`config.mk`:
```
export PLATFORM = sky130hd
export DESIGN_NAME = mc_state_seq
export DESIGN_NICKNAME = d
export VERILOG_FILES = /design/src/rtl/mc_state_seq.sv
export SDC_FILE = /design/constraint.sdc
export NUM_CORES = 1
export LEC_CHECK = 0
export CAP_MARGIN = 0
export CELL_PAD_IN_SITES_DETAIL_PLACEMENT = 1
export CELL_PAD_IN_SITES_GLOBAL_PLACEMENT = 2
export CORE_UTILIZATION = 15
export CTS_CLUSTER_DIAMETER = 50
export DETAILED_ROUTE_END_ITERATION = 16
export HOLD_SLACK_MARGIN = 0.06
export PLACE_DENSITY_LB_ADDON = 0.1
export SYNTH_ARGS = -nofsm -noshare
export SYNTH_HDL_FRONTEND = slang
export SYNTH_SLANG_ARGS = --single-unit
```
`constraint.sdc`:
```
create_clock -name clk -period 2.2 [get_ports clk]
set_input_delay 0.33 -clock clk [delete_from_list [all_inputs] [get_ports clk]]
set_output_delay 0.33 -clock clk [all_outputs]
set_load 0.05 [all_outputs]
```
`src/rtl/mc_state_seq.sv`:
```
// mc_state_seq: next-state sequencer for the multi-cycle MIPS datapath.
// Produces the 4-bit state code consumed by the state-to-control decoder.
// Adds an IDLE state (10) so the core can halt between instructions, with
// run (free-running) and step (single instruction) controls.
// Optional feature: define MC_PERF_CNT_EN to build the cycle_cnt/instr_cnt
// performance counters; otherwise both ports are tied to zero.
module mc_state_seq #(
    parameter int          CNT_W    = 32,
    parameter logic [5:0]  OP_RTYPE = 6'h00,
    parameter logic [5:0]  OP_LW    = 6'h23,
    parameter logic [5:0]  OP_SW    = 6'h2B,
    parameter logic [5:0]  OP_BEQ   = 6'h04,
    parameter logic [5:0]  OP_J     = 6'h02
) (
    input  logic             clk,
    input  logic             rst,
    input  logic [5:0]       opcode,
    input  logic             run,
    input  logic             step,
    output logic [3:0]       current_state,
    output logic             instr_done,
    output logic             illegal_op,
    output logic [CNT_W-1:0] cycle_cnt,
    output logic [CNT_W-1:0] instr_cnt
);

    typedef enum logic [3:0] {
        S_FETCH  = 4'd0,
        S_DECODE = 4'd1,
        S_MEMADR = 4'd2,
        S_MEMRD  = 4'd3,
        S_MEMWB  = 4'd4,
        S_MEMWR  = 4'd5,
        S_EXEC   = 4'd6,
        S_RCOMP  = 4'd7,
        S_BRANCH = 4'd8,
        S_JUMP   = 4'd9,
        S_IDLE   = 4'd10
    } state_t;

    state_t state_q, state_d;
    logic   done_q, done_d;
    logic   illegal_q, illegal_d;

    // Terminal states end an instruction; the following cycle pulses instr_done.
    always_comb begin
        // NOTE: every always_comb output gets a default first so no path leaves
        // it unassigned, which would otherwise infer a latch.
        state_d   = S_IDLE;
        illegal_d = illegal_q;
        done_d    = 1'b0;
        unique case (state_q)
            S_IDLE: begin
                if (!illegal_q && (run || step)) state_d = S_FETCH;
                else                             state_d = S_IDLE;
            end
            S_FETCH:  state_d = S_DECODE;
            S_DECODE: begin
                if (opcode == OP_LW || opcode == OP_SW) state_d = S_MEMADR;
                else if (opcode == OP_RTYPE)            state_d = S_EXEC;
                else if (opcode == OP_BEQ)              state_d = S_BRANCH;
                else if (opcode == OP_J)                state_d = S_JUMP;
                else begin
                    // Undecodable opcode: halt and latch the sticky flag.
                    state_d   = S_IDLE;
                    illegal_d = 1'b1;
                end
            end
            S_MEMADR: state_d = (opcode == OP_LW) ? S_MEMRD : S_MEMWR;
            S_MEMRD:  state_d = S_MEMWB;
            S_EXEC:   state_d = S_RCOMP;
            S_MEMWB, S_MEMWR, S_RCOMP, S_BRANCH, S_JUMP: begin
                // run is only honoured here, so mid-instruction changes wait.
                state_d = run ? S_FETCH : S_IDLE;
                done_d  = 1'b1;
            end
            // Codes 11-15 are unused; recover to IDLE.
            default:  state_d = S_IDLE;
        endcase
    end

    // State, done pulse and sticky illegal flag, with synchronous reset.
    always_ff @(posedge clk) begin
        // NOTE: sequential state uses non-blocking assignments so every flop
        // samples pre-edge values regardless of statement order.
        if (rst) begin
            state_q   <= S_IDLE;
            done_q    <= 1'b0;
            illegal_q <= 1'b0;
        end else begin
            state_q   <= state_d;
            done_q    <= done_d;
            illegal_q <= illegal_d;
        end
    end

    assign current_state = state_q;
    assign instr_done    = done_q;
    assign illegal_op    = illegal_q;

`ifdef MC_PERF_CNT_EN
    logic [CNT_W-1:0] cycle_cnt_q, instr_cnt_q;

    // Performance counters: active (non-IDLE) cycles and retired instructions.
    always_ff @(posedge clk) begin
        if (rst) begin
            cycle_cnt_q <= '0;
            instr_cnt_q <= '0;
        end else begin
            if (state_q != S_IDLE) cycle_cnt_q <= cycle_cnt_q + CNT_W'(1);
            if (done_q)            instr_cnt_q <= instr_cnt_q + CNT_W'(1);
        end
    end

    assign cycle_cnt = cycle_cnt_q;
    assign instr_cnt = instr_cnt_q;
`else
    assign cycle_cnt = '0;
    assign instr_cnt = '0;
`endif

endmodule

```
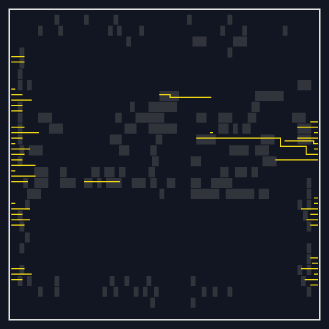
**Above:** met3 routing.
Drawn at 4 px/µm.
The layer holds 12% of the routed length. The wires run mostly horizontal. The layer carries 195 µm of wire. 48 nets have wire on it. The longest straight run is 20.9 µm.
total number of vias: 561
routed wire length: 1581 µm

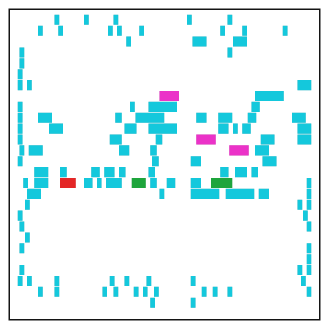
**Above:** cells by drive strength.
Drawn at 4 px/µm.
drive 2: shown in green, cells 2. drive 3 to 4: shown in red, cells 1. drive 1 or less: shown in cyan, cells 117. drive 6 and up: shown in magenta, cells 3.
Non-clk bufs: 15
final worst slack: 262.1 ps
area grow syn2layout: 3.829%

==> deck_impl_summary.md <==
Flow Results at a Glance

Placed design
  • PortBufs: 15

Finish
  • Number of flip-flops under the largest register name: 4
  • Logic share of the area: a little over half
  • Logic area: ~470 µm²
  • Seq/total area: 13.62%
  • Final Util: between 15 and 20%

Logic synthesis
  • Yosys warning tally: 0
  • Dominant comb cell: buffers and inverters
  • Synth top cell by count: buf_4
  • Mapped cell area: around 850 µm²
  • Mean Syn Cell Area: around 7.9 µm²

Worst setup path
  • Worst R2R Start: current_state[2]
  • Crit. Startpoint: current_state[2]
  • Crit path cell chain: clkdlybuf4s50_1

Die
  • FP Rows: 27

Hold path
  • Hold Crit Start: illegal_op

GRT
  • Grt ovf: 0

Power
  • Power, Total: between 0.0007 and 0.0008 W
  • Clock-net power: between 0.00015 and 0.0002 W
  • Top Consumer: combinational cells

Detailed routing
  • Drt first pass iters: 4
  • Drt initial violations: 14
  • DRT met1 WL: around 700 µm

Clock network
  • CTS tree: done

Outcome
  • Status: finished, final reports clean

Final timing
  • Fin crit share: slightly below 90%
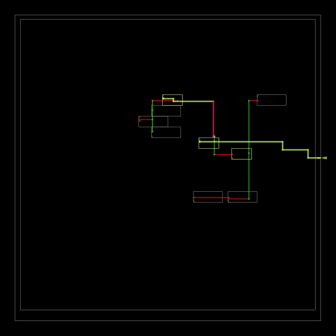
**Above:** clock routing.
# clk buffers: 3
CTS buffer count: 3

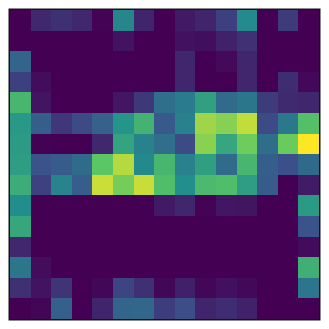
**Above:** wiring heat map.
Drawn at 4 px/µm. 15 x 15 tiles, from dark purple (low) to yellow (high), scaled to the fullest tile. Values are wire area over tile area, all layers added.
The mean over all tiles is 0.045. 45% of the tiles are nearly empty. The densest ninth of the die: centre.
wire per inst: 8.108 µm
GR Util All Layers: 5.247%

Power and IR drop assume default switching activity.
